### Gate families picked out, run 1

Scale bar: 50 um.
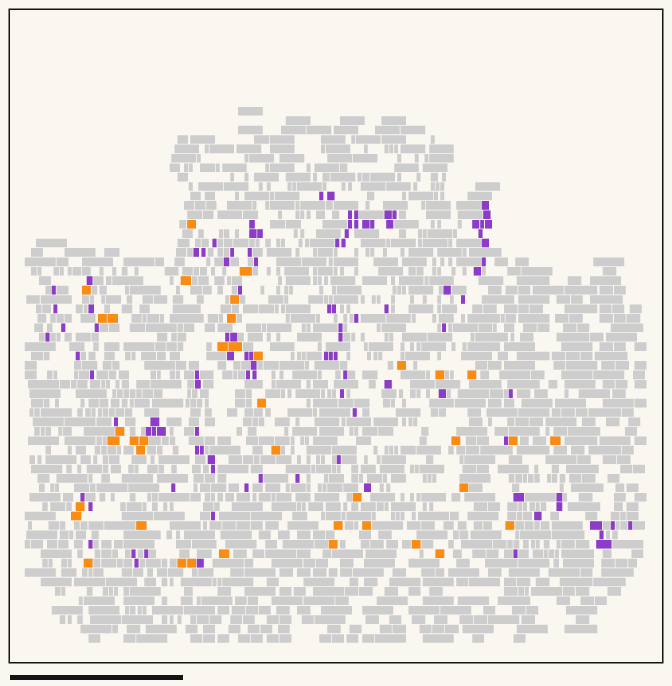
### Routing congestion map, run 1

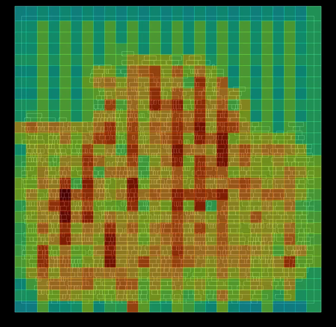
### Local utilization, run 1

The die is cut into 19 by 19 equal tiles; dark blue is low, red is high, 0 to 100% covered.
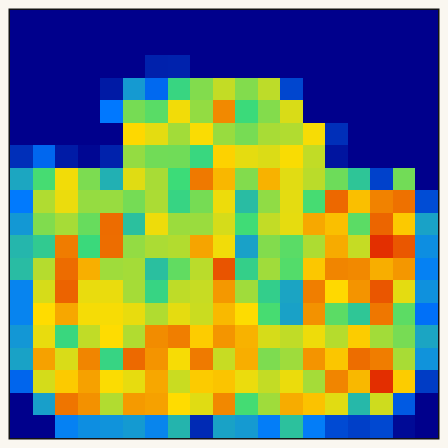
### Wiring by layer, run 1

Scale bar: 50 um.
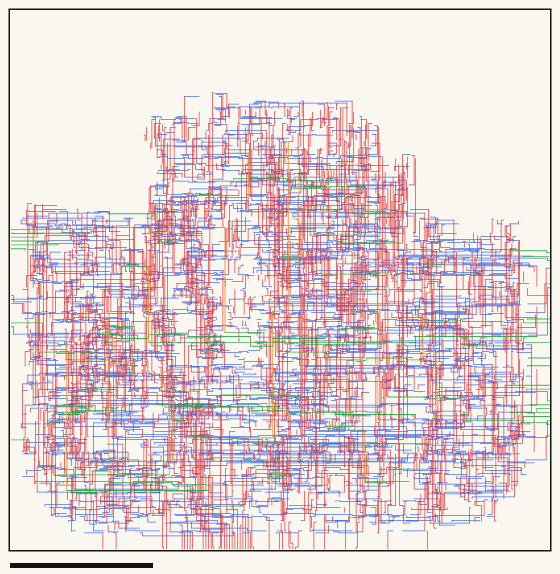
<file path="config.mk">
export PLATFORM = sky130hd
export DESIGN_NAME = iir_biquad_sched_flat
export DESIGN_NICKNAME = d
export VERILOG_FILES = /design/src/rtl/iir_biquad_sched_if.sv /design/src/rtl/iir_biquad_sched.sv /design/src/flat_wrapper.sv
export SDC_FILE = /design/constraint.sdc
export NUM_CORES = 1
export LEC_CHECK = 0
export ABC_CLOCK_PERIOD_IN_PS = 17140
export CORE_MARGIN = 4
export CORE_UTILIZATION = 45
export CTS_BUF_LIST = sky130_fd_sc_hd__clkbuf_16
export CTS_CLUSTER_SIZE = 10
export DETAILED_ROUTE_END_ITERATION = 10
export PLACE_DENSITY = 0.73
export SYNTH_ARGS = -nofsm -noshare
export SYNTH_HDL_FRONTEND = slang
export SYNTH_SLANG_ARGS = --single-unit
</file>
<file path="constraint.sdc">
create_clock -name clk -period 17.14 [get_ports clk]
set_clock_uncertainty 0.05 [all_clocks]
set_input_delay 3.428 -clock clk [delete_from_list [all_inputs] [get_ports clk]]
set_output_delay 3.428 -clock clk [all_outputs]
set_load 0.01 [all_outputs]
</file>
<file path="src/rtl/iir_biquad_sched_if.sv">
// Sample-in / result-out handshake bundle for iir_biquad_sched.
// master = sample source and result sink, slave = the biquad.
interface iir_biquad_sched_if;
  logic               in_valid;
  logic               in_ready;
  logic signed [11:0] in_data;
  logic               out_valid;
  logic               out_ready;
  logic signed [11:0] out_data;
  logic signed [26:0] out_acc;

  modport master (
    output in_valid, in_data, out_ready,
    input  in_ready, out_valid, out_data, out_acc
  );

  modport slave (
    input  in_valid, in_data, out_ready,
    output in_ready, out_valid, out_data, out_acc
  );
endinterface

</file>
<file path="src/rtl/iir_biquad_sched.sv">
// DF-I biquad with one shared 12x12 multiplier, one tap per cycle.
// Define IIR_SAT_EN to saturate the output; otherwise it wraps.
module iir_biquad_sched (
  input  logic               clk,
  input  logic               rst_n,
  iir_biquad_sched_if.slave  bus,
  input  logic               cfg_we,
  input  logic [2:0]         cfg_addr,
  input  logic signed [11:0] cfg_data,
  output logic               cfg_err
);

  typedef enum logic [2:0] {
    S_IDLE, S_MAC0, S_MAC1, S_MAC2,
    S_MAC3, S_MAC4, S_OUT
  } state_t;

  state_t r_state, w_state_nxt;

  logic signed [11:0] r_b0, r_b1, r_b2;
  logic signed [11:0] r_a1, r_a2;
  logic signed [11:0] r_x0, r_x1, r_x2;
  logic signed [11:0] r_y1, r_y2;
  logic signed [26:0] r_acc;
  logic signed [26:0] r_out_acc;
  logic signed [11:0] r_out_data;
  logic               r_cfg_err;

  logic signed [11:0] w_coef, w_samp;
  logic               w_neg;
  logic signed [23:0] w_prod;
  logic signed [26:0] w_prod_ext;
  logic signed [26:0] w_acc_nxt;
  logic signed [11:0] w_scaled;
  logic               w_cfg_ok;

  assign bus.in_ready  = (r_state == S_IDLE);
  assign bus.out_valid = (r_state == S_OUT);
  assign bus.out_data  = r_out_data;
  assign bus.out_acc   = r_out_acc;
  assign cfg_err       = r_cfg_err;

  // State register
  always_ff @(posedge clk or negedge rst_n) begin
    if (!rst_n) r_state <= S_IDLE;
    else        r_state <= w_state_nxt;
  end

  // Next state: fixed tap walk, waits only in IDLE and OUT
  always_comb begin
    w_state_nxt = r_state;
    unique case (r_state)
      S_IDLE:  if (bus.in_valid) w_state_nxt = S_MAC0;
      S_MAC0:  w_state_nxt = S_MAC1;
      S_MAC1:  w_state_nxt = S_MAC2;
      S_MAC2:  w_state_nxt = S_MAC3;
      S_MAC3:  w_state_nxt = S_MAC4;
      S_MAC4:  w_state_nxt = S_OUT;
      S_OUT:   if (bus.out_ready) w_state_nxt = S_IDLE;
      default: w_state_nxt = S_IDLE;
    endcase
  end

  // Select the tap feeding the shared multiplier
  always_comb begin
    w_coef = r_b0;
    w_samp = r_x0;
    w_neg  = 1'b0;
    unique case (r_state)
      S_MAC1: begin w_coef = r_b1; w_samp = r_x1; end
      S_MAC2: begin w_coef = r_b2; w_samp = r_x2; end
      S_MAC3: begin
        w_coef = r_a1; w_samp = r_y1; w_neg = 1'b1;
      end
      S_MAC4: begin
        w_coef = r_a2; w_samp = r_y2; w_neg = 1'b1;
      end
      default: ;
    endcase
  end

  assign w_prod     = w_coef * w_samp;
  assign w_prod_ext = {{3{w_prod[23]}}, w_prod};
  assign w_acc_nxt  = w_neg ? (r_acc - w_prod_ext)
                            : (r_acc + w_prod_ext);

`ifdef IIR_SAT_EN
  logic signed [16:0] w_shift;
  assign w_shift = w_acc_nxt[26:10];

  // Clamp the floored quotient into 12 bits
  always_comb begin
    w_scaled = w_shift[11:0];
    if (w_shift > 17'sd2047)
      w_scaled = 12'sd2047;
    else if (w_shift < -17'sd2048)
      w_scaled = -12'sd2048;
  end
`else
  assign w_scaled = w_acc_nxt[21:10];
`endif

  // Datapath: capture, accumulate, publish and shift history
  always_ff @(posedge clk or negedge rst_n) begin
    if (!rst_n) begin
      r_x0       <= '0;
      r_x1       <= '0;
      r_x2       <= '0;
      r_y1       <= '0;
      r_y2       <= '0;
      r_acc      <= '0;
      r_out_acc  <= '0;
      r_out_data <= '0;
    end else begin
      unique case (r_state)
        S_IDLE: if (bus.in_valid) begin
          r_x0  <= bus.in_data;
          r_acc <= '0;
        end
        S_MAC0, S_MAC1, S_MAC2, S_MAC3:
          r_acc <= w_acc_nxt;
        S_MAC4: begin
          r_acc      <= w_acc_nxt;
          r_out_acc  <= w_acc_nxt;
          r_out_data <= w_scaled;
          r_x2       <= r_x1;
          r_x1       <= r_x0;
          r_y2       <= r_y1;
          r_y1       <= w_scaled;
        end
        default: ;
      endcase
    end
  end

  assign w_cfg_ok = cfg_we && (r_state == S_IDLE)
                    && (cfg_addr <= 3'd4);

  // Coefficient bank, writable only between samples
  always_ff @(posedge clk or negedge rst_n) begin
    if (!rst_n) begin
      r_b0      <= 12'sd1006;
      r_b1      <= -12'sd1911;
      r_b2      <= 12'sd1006;
      r_a1      <= -12'sd1898;
      r_a2      <= 12'sd882;
      r_cfg_err <= 1'b0;
    end else begin
      r_cfg_err <= cfg_we && !w_cfg_ok;
      if (w_cfg_ok) begin
        unique case (cfg_addr)
          3'd0:    r_b0 <= cfg_data;
          3'd1:    r_b1 <= cfg_data;
          3'd2:    r_b2 <= cfg_data;
          3'd3:    r_a1 <= cfg_data;
          default: r_a2 <= cfg_data;
        endcase
      end
    end
  end

endmodule
</file>
<file path="src/flat_wrapper.sv">
// flat-port wrapper written by rule: the top's interface ports become plain ports
module iir_biquad_sched_flat 
  (clk, rst_n, cfg_we, cfg_addr, cfg_data, cfg_err, bus_in_valid, bus_in_data, bus_out_ready, bus_in_ready, bus_out_valid, bus_out_data, bus_out_acc);
  iir_biquad_sched_if bus_i ();
  input  logic clk;
  input  logic rst_n;
  input  logic cfg_we;
  input  logic [2:0] cfg_addr;
  input  logic signed [11:0] cfg_data;
  output logic cfg_err;
  input wire logic [$bits(bus_i.in_valid)-1:0] bus_in_valid;
  input wire logic [$bits(bus_i.in_data)-1:0] bus_in_data;
  input wire logic [$bits(bus_i.out_ready)-1:0] bus_out_ready;
  output wire logic [$bits(bus_i.in_ready)-1:0] bus_in_ready;
  output wire logic [$bits(bus_i.out_valid)-1:0] bus_out_valid;
  output wire logic [$bits(bus_i.out_data)-1:0] bus_out_data;
  output wire logic [$bits(bus_i.out_acc)-1:0] bus_out_acc;
  assign bus_i.in_valid = bus_in_valid;
  assign bus_i.in_data = bus_in_data;
  assign bus_i.out_ready = bus_out_ready;
  assign bus_in_ready = bus_i.in_ready;
  assign bus_out_valid = bus_i.out_valid;
  assign bus_out_data = bus_i.out_data;
  assign bus_out_acc = bus_i.out_acc;
  iir_biquad_sched u_core (.clk(clk), .rst_n(rst_n), .bus(bus_i), .cfg_we(cfg_we), .cfg_addr(cfg_addr), .cfg_data(cfg_data), .cfg_err(cfg_err));
endmodule
</file>
==> run_results.csv, run 1 <==
group,metric,value,unit
run_status,outcome,"finished clean",
routing,maxUsedRoutingLayer,"met4",
placement,dp_slack,6.492,ns
routing,wl_met2,16700,um
yosys,synthCells,1489,
yosys,aoi_share,11.35,%
flow_run,tool_warnings,26,
placement,finalWeightedCongestion,0.9403,
yosys,avgSynthCellArea,9.831,um2
yosys,yosysCellCount,1489,
cts,worstSkewPairLatency,0.45,ns
yosys,top_area_share,23.08,%
yosys,ys_seq_share,28.64,%
worst_setup_path,critPathRequiredTime,17.46,ns
yosys,synth-edff-count,0,
yosys,ys_chip_area,14640,um2
timing,fin_ws,6.286,ns
die,die_area,35480,um2
worst_setup_path,cpPeakStageDelay,0.88,ns
min_path,hold_depth,2,
routing,drt-met1-wl,15980,um
worst_setup_path,cpMostUsedCell,"fa_1",
yosys,synth-main-ff-cell,"dfrtp_1",
worst_setup_path,path_max_fanout,30,
grt,grt_pass1_vias,11208,
grt,grt.overflow.total,0,
final_layout,drive_above_1_share,13.50,%
worst_setup_path,end_kind,"flop",
yosys,top_cells_by_count,"190 x inv_1, 168 x nand2_1, 139 x fa_1",
final_layout,largestClassByArea,"logic gates",
die,rows,65,
worst_setup_path,timing.rr.end,"u_core.r_acc[26]",
placement,place_area,15730,um2
timing,setup_viol,0,
final_layout,nets,1769,
min_path,holdPathEnd,"u_core.r_acc[0]",
yosys,synthDistinctLibCells,66,
worst_setup_path,critPathTopFamily,"adder cells",
yosys,ys_async_sr_fraction,100.0,%
final_layout,seq_area_share,25.74,%
cts,cts_tree,"yes",
timing,relSlewSlack,14.62,%
timing,fin_crit,10.85,ns
min_path,hold_start,"u_core.r_acc[0]",
final_layout,antennaDiodeCount,0,
final_layout,fillers,2813,
grt,met2_usage,33.82,%
yosys,yosysMostFrequentCell,"inv_1",
routing,route.met3.wl,2107,um
yosys,ys_warn_count,0,
min_path,hold_class,"reg -> reg",
grt,grt_use_met1,28.61,%
final_layout,fin_area,16290,um2
timing,worst_hold_slack,0.4355,ns
worst_setup_path,arrival,11.17,ns
cts,htree_levels,4,
grt,grt_most_used_layer,"met2",
worst_setup_path,worstSetupPathDepth,32,
timing,finalCritPeriodShare,63.32,%
cts,cts_hold_buf,0,
yosys,synth_nets,1738,
grt,grt_pass1_wl,59760,um
yosys,topCombFamilyByArea,"adder cells",
worst_setup_path,critPathKind,"reg -> reg",
timing,drv_slew,0,
yosys,ys_sh_simple,11.05,%
timing,max_freq,92.14,MHz
placement,placedCellCount,1936,
cts,post_cts_buffers,0,
timing,fin_tns_setup,0,ns
cts,clk_path_buf_depth,2,
worst_setup_path,r2r_slack,6.29,ns
About 'Gate families picked out':
color	family	cells	most used
orange	non-inverting ao/oa cells	39	o21a_1
purple	nor cells	106	nor2_1
Layout Cells excl Fill: 1968
most numerous logic cell after layout: inv_1

About 'Routing congestion map':
DR WL/cell: 17.99 um
met3 Use GR: 4.576%

About 'Local utilization':
tiles over 75% full	20%
nearly empty tiles	26%
fullest tile	95%
mean over tiles	44%
Initial Util: 46.03%
fin util: 51.24%
area of the core: 31800 um2

About 'Wiring by layer':
color	layer	wire length
blue	metal 1	16000 um
red	metal 2	16700 um
green	metal 3	2110 um
orange	metal 4	618 um
Vias: 10794
global-route usage over all layers: 20.76%
Post-Route WL: 35400 um

### Routed clock nets over the placement, run 1

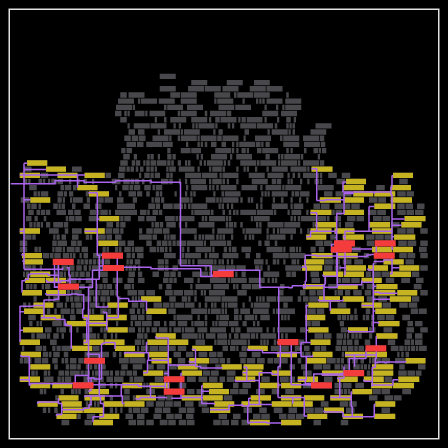

==> run 2, diff against run 1 <==
- ABC_CLOCK_PERIOD_IN_PS: 17140 -> 9550
- PLACE_DENSITY: 0.73 -> 0.75
- clock period: 17.14 -> 9.55 ns (I/O delays scaled with it)
### Routed clock nets over the placement, run 2

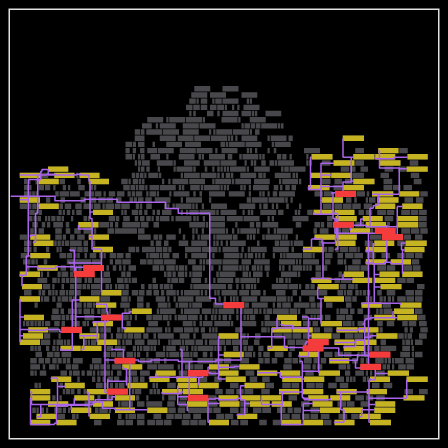
[yellow] flip-flops | count: 166
[purple] clock wires | length: 2230 um
[red] clock drivers | count: 17
routed clock nets	18
clk latency late pin: 0.44 ns

### Routing congestion map, run 2

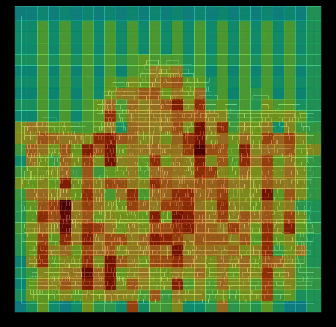
grt peak-use layer: met2
fin util: 52.15%
M1 GR Usage: 29.17%
global-route usage over all layers: 20.79%

==> run 2 against run 1 <==
Against the previous run:
- final area increased by 1.8%
- global-route usage about the same
- worst setup slack got worse by 5.9 ns
- die size unchanged
- register-to-register slack got worse by 5.9 ns
- fmax increased by 19%
- critical endpoint unchanged
==> run_results.csv, run 2 <==
group,metric,value,unit
die,fp.coreArea,31800,um2
worst_setup_path,cpPeakStageDelay,0.63,ns
worst_setup_path,timing.rr.end,"u_core.r_acc[26]",
yosys,synthDistinctLibCells,66,
yosys,top_area_share,23.08,%
grt,grt_pass1_vias,11428,
placement,finalWeightedCongestion,0.9402,
worst_setup_path,critPathTopFamily,"adder cells",
final_layout,fin_area,16580,um2
routing,maxUsedRoutingLayer,"met4",
timing,fin_ws,0.4304,ns
yosys,synth_nets,1738,
flow_run,tool_warnings,28,
grt,grtUsageMet3,4.483,%
worst_setup_path,arrival,9.43,ns
placement,placedCellCount,1961,
routing,via_count,10933,
final_layout,layout_top_cell,"inv_1",
cts,htree_levels,4,
timing,worst_hold_slack,0.4336,ns
timing,setup_viol,0,
min_path,holdPathEnd,"u_core.bus.out_acc[8]",
yosys,yosysMostFrequentCell,"inv_1",
cts,clk_path_buf_depth,2,
yosys,aoi_share,11.35,%
timing,relSlewSlack,20.33,%
grt,grt.overflow.total,0,
yosys,yosysCellCount,1489,
routing,totalWireLength,36120,um
timing,drv_slew,0,
die,floorplan.core_util,46.03,%
yosys,ys_async_sr_fraction,100.0,%
yosys,ys_chip_area,14640,um2
placement,dp_slack,0.1208,ns
final_layout,antennaDiodeCount,0,
placement,place_area,15930,um2
timing,finalCritPeriodShare,95.49,%
yosys,top_cells_by_count,"190 x inv_1, 168 x nand2_1, 139 x fa_1",
run_status,outcome,"finished clean",
final_layout,fillers,2748,
yosys,synthCells,1489,
min_path,hold_class,"reg -> reg",
min_path,hold_depth,2,
final_layout,nets,1794,
routing,post_drt_wl_per_cell,18.12,um
grt,grt_pass1_wl,59860,um
grt,met2_usage,32.85,%
yosys,ys_warn_count,0,
yosys,topCombFamilyByArea,"adder cells",
yosys,ys_sh_simple,11.05,%
cts,cts_hold_buf,0,
worst_setup_path,worstSetupPathDepth,30,
final_layout,finalNonFillerCells,1993,
cts,post_cts_buffers,0,
routing,route.met3.wl,2663,um
worst_setup_path,path_max_fanout,18,
yosys,synth-main-ff-cell,"dfrtp_1",
yosys,avgSynthCellArea,9.831,um2
yosys,synth-edff-count,0,
die,die_area,35480,um2
routing,wl_met2,16560,um
